**Wiring by layer**

(8 px per um)
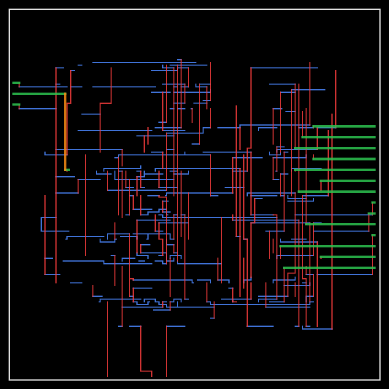
**A small window of the routed layout**

Window x 25 to 45, y 2 to 22 um. Cells in gray, sequential cells in the stronger gray; small squares are vias.
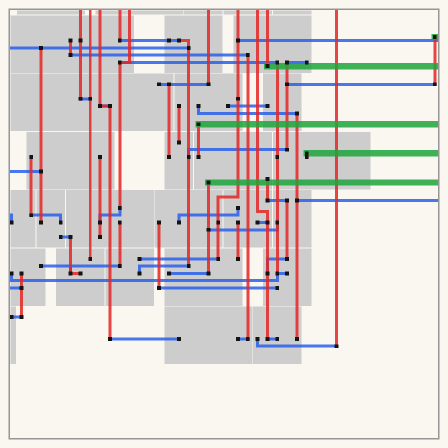
**Clock distribution**

(6 px per um)
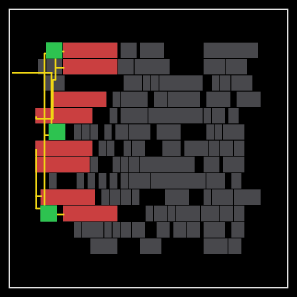
==> src/rtl/spi_flash_arbiter.sv <==
// Two-master arbiter for a shared SPI configuration flash: req/gnt handshake,
// pin muxing, a chip-select-high gap between owners and an optional hold timeout.
module spi_flash_arbiter #(
  parameter int GAP_CYCLES  = 4,
  parameter int HOLD_MAX    = 0,
  parameter int ROUND_ROBIN = 1
) (
  input  logic clk_i,
  input  logic rst_ni,
  input  logic m0_req_i,
  output logic m0_gnt_o,
  input  logic m0_csel_i,
  input  logic m0_sck_i,
  input  logic m0_mosi_i,
  output logic m0_miso_o,
  input  logic m1_req_i,
  output logic m1_gnt_o,
  input  logic m1_csel_i,
  input  logic m1_sck_i,
  input  logic m1_mosi_i,
  output logic m1_miso_o,
  output logic spi_csel_o,
  output logic spi_clk_o,
  output logic spi_mosi_o,
  input  logic spi_miso_i,
  output logic owner_o,
  output logic timeout_o
);

  localparam int GW = (GAP_CYCLES < 1) ? 1 : $clog2(GAP_CYCLES + 1);
  localparam int HW = (HOLD_MAX < 1) ? 1 : $clog2(HOLD_MAX + 1);
  localparam int GapLastInt  = (GAP_CYCLES > 1) ? GAP_CYCLES - 1 : 0;
  localparam int HoldLastInt = (HOLD_MAX > 1) ? HOLD_MAX - 1 : 0;
  localparam logic [GW-1:0] GAP_LAST  = GW'(GapLastInt);
  localparam logic [HW-1:0] HOLD_LAST = HW'(HoldLastInt);

  localparam logic [1:0] IDLE = 2'd0;
  localparam logic [1:0] OWN0 = 2'd1;
  localparam logic [1:0] OWN1 = 2'd2;
  localparam logic [1:0] GAP  = 2'd3;

  logic [1:0]    state_q, state_d;
  logic [GW-1:0] gap_q, gap_d;
  logic [HW-1:0] hold_q, hold_d;
  logic          owner_q, owner_d;
  logic          timeout_q, timeout_d;
  logic          mask0_q, mask0_d;
  logic          mask1_q, mask1_d;
  logic          elig0, elig1, sel, own_req;

  assign elig0 = m0_req_i & ~mask0_q;
  assign elig1 = m1_req_i & ~mask1_q;

  always_comb begin
    state_d   = state_q;
    gap_d     = gap_q;
    hold_d    = hold_q;
    owner_d   = owner_q;
    timeout_d = 1'b0;
    // A revoked port stays masked until it has dropped its request.
    mask0_d   = mask0_q & m0_req_i;
    mask1_d   = mask1_q & m1_req_i;
    sel       = 1'b0;
    own_req   = (state_q == OWN1) ? m1_req_i : m0_req_i;
    case (state_q)
      IDLE: begin
        hold_d = '0;
        gap_d  = '0;
        if (elig0 || elig1) begin
          if (elig0 && elig1) sel = (ROUND_ROBIN != 0) ? ~owner_q : 1'b0;
          else                sel = elig1;
          state_d = sel ? OWN1 : OWN0;
          owner_d = sel;
        end
      end
      OWN0, OWN1: begin
        if (!own_req) begin
          state_d = GAP;
          gap_d   = '0;
        end else if ((HOLD_MAX != 0) && (hold_q == HOLD_LAST)) begin
          state_d   = GAP;
          gap_d     = '0;
          timeout_d = 1'b1;
          if (state_q == OWN1) mask1_d = 1'b1;
          else                 mask0_d = 1'b1;
        end else if (HOLD_MAX != 0) begin
          hold_d = hold_q + HW'(1);
        end
      end
      GAP: begin
        if (gap_q == GAP_LAST) begin
          state_d = IDLE;
          gap_d   = '0;
        end else begin
          gap_d = gap_q + GW'(1);
        end
      end
      default: state_d = IDLE;
    endcase
  end

  always_ff @(posedge clk_i or negedge rst_ni) begin
    if (!rst_ni) begin
      state_q   <= IDLE;
      gap_q     <= '0;
      hold_q    <= '0;
      owner_q   <= 1'b0;
      timeout_q <= 1'b0;
      mask0_q   <= 1'b0;
      mask1_q   <= 1'b0;
    end else begin
      state_q   <= state_d;
      gap_q     <= gap_d;
      hold_q    <= hold_d;
      owner_q   <= owner_d;
      timeout_q <= timeout_d;
      mask0_q   <= mask0_d;
      mask1_q   <= mask1_d;
    end
  end

  // Pins are a pure mux on the registered state, so reset idles them immediately.
  always_comb begin
    spi_csel_o = 1'b1;
    spi_clk_o  = 1'b0;
    spi_mosi_o = 1'b0;
    m0_miso_o  = 1'b0;
    m1_miso_o  = 1'b0;
    case (state_q)
      OWN0: begin
        spi_csel_o = m0_csel_i;
        spi_clk_o  = m0_sck_i;
        spi_mosi_o = m0_mosi_i;
        m0_miso_o  = spi_miso_i;
      end
      OWN1: begin
        spi_csel_o = m1_csel_i;
        spi_clk_o  = m1_sck_i;
        spi_mosi_o = m1_mosi_i;
        m1_miso_o  = spi_miso_i;
      end
      default: ;
    endcase
  end

  assign m0_gnt_o  = (state_q == OWN0);
  assign m1_gnt_o  = (state_q == OWN1);
  assign owner_o   = owner_q;
  assign timeout_o = timeout_q;

endmodule

==> config.mk <==
export PLATFORM = sky130hd
export DESIGN_NAME = spi_flash_arbiter
export DESIGN_NICKNAME = d
export VERILOG_FILES = /design/src/rtl/spi_flash_arbiter.sv
export SDC_FILE = /design/constraint.sdc
export NUM_CORES = 1
export LEC_CHECK = 0
export ABC_AREA = 1
export ABC_CLOCK_PERIOD_IN_PS = 1400
export CAP_MARGIN = 20
export CORE_MARGIN = 4
export CORE_UTILIZATION = 42
export CTS_BUF_LIST = sky130_fd_sc_hd__clkbuf_2 sky130_fd_sc_hd__clkbuf_4 sky130_fd_sc_hd__clkbuf_8
export DETAILED_ROUTE_END_ITERATION = 8
export GPL_TIMING_DRIVEN = 0
export PLACE_DENSITY = 0.75
export SKIP_CTS_REPAIR_TIMING = 1
export SYNTH_ARGS = -nofsm -noshare
export SYNTH_HDL_FRONTEND = slang
export SYNTH_SLANG_ARGS = --single-unit
==> constraint.sdc <==
create_clock -name clk_i -period 1.4 [get_ports clk_i]
set_input_delay 0.28 -clock clk_i [delete_from_list [all_inputs] [get_ports clk_i]]
set_output_delay 0.28 -clock clk_i [all_outputs]
set_load 0.005 [all_outputs]
==> reports/qor.yml <==
power:
  swShare_pct: 42.35
  leakagePower_nw: 0.5133
  pg_clk_w: 0.000158
  p_int_w: 0.001147
grt:
  grt_pass1_wl_mm: 1.925
  overflow: 0
  grt_max_degree: 9
  antenna_found_initial: 0
min_path:
  min_path_type: "input port to asynchronous set/reset pin"
cells_and_area:
  stdcell_area_um2: 975.9
  buffers: 25
  nClkBuffers: 3
  seq_share_pct: 20.77
  final_util_pct: 73.17
  antenna_cells: 0
  reg_top3: "gap_q (3), state_q (2)"
  final_common_cell: "nand2_1"
outcome:
  status: "finished with violations"
  violations: "setup timing"
final_timing:
  setup_ws_ns: -0.1860
  hold_viol: 0
  finalSetupViolations: 10
  setup_tns_ns: -0.8514
  layout_min_cycle_time_ns: 1.586
setup_path:
  slowest_delay_ns: 0.44
  path_buffers: 3
  setup.worst_path.end: "spi_clk_o"
  r2r_setup_slack_ns: -0.05
  slowest_stage: "dfrtp_2"
  ff2ff_path_depth: 7
drt:
  ant_nets: 0
  routed_wirelength_mm: 1.334
  met2_length_um: 679
  highest_layer: "met4"
  vias: 561
floorplan:
  die_x_um: 46.17
clocking:
  cts.path.max_buffers: 2
  insertion_delay_ns: 0.24
  htreeDepth: 1
job:
  drv_cap: 0
logic_synthesis:
  synthTopCellsByCount: "nand2_1, inv_1, dfrtp_1, ha_1"
  xor_share_pct: 0
  ys_seq_share_pct: 32.72
  synth-compound-area-share_pct: 9.816
  ys.flops: 8
  syn-cell-area_um2: 611.8
place:
  pre_cts_slack_ns: -0.4871
-- 'wiring by layer' (at the start) --
[M4] orange | wire length: 9.50 um
[M3] green | wire length: 107 um
[M2] red | wire length: 680 um
[M1] blue | wire length: 538 um

-- 'a small window of the routed layout' (at the start) --
[M1] blue
[M3] green
[M2] red
sequential cells in the window: 0
cells with their middle in the window: 23
most frequent: nand2_2 (4), clkdlybuf4s50_1 (3)

-- 'clock distribution' (at the start) --
[clock wires] yellow | length: 76.8 um
[flip-flops] red | count: 8
[clock-net drivers] green | count: 3
routed clock nets: 4

Power is estimated from default activity; no workload was simulated.
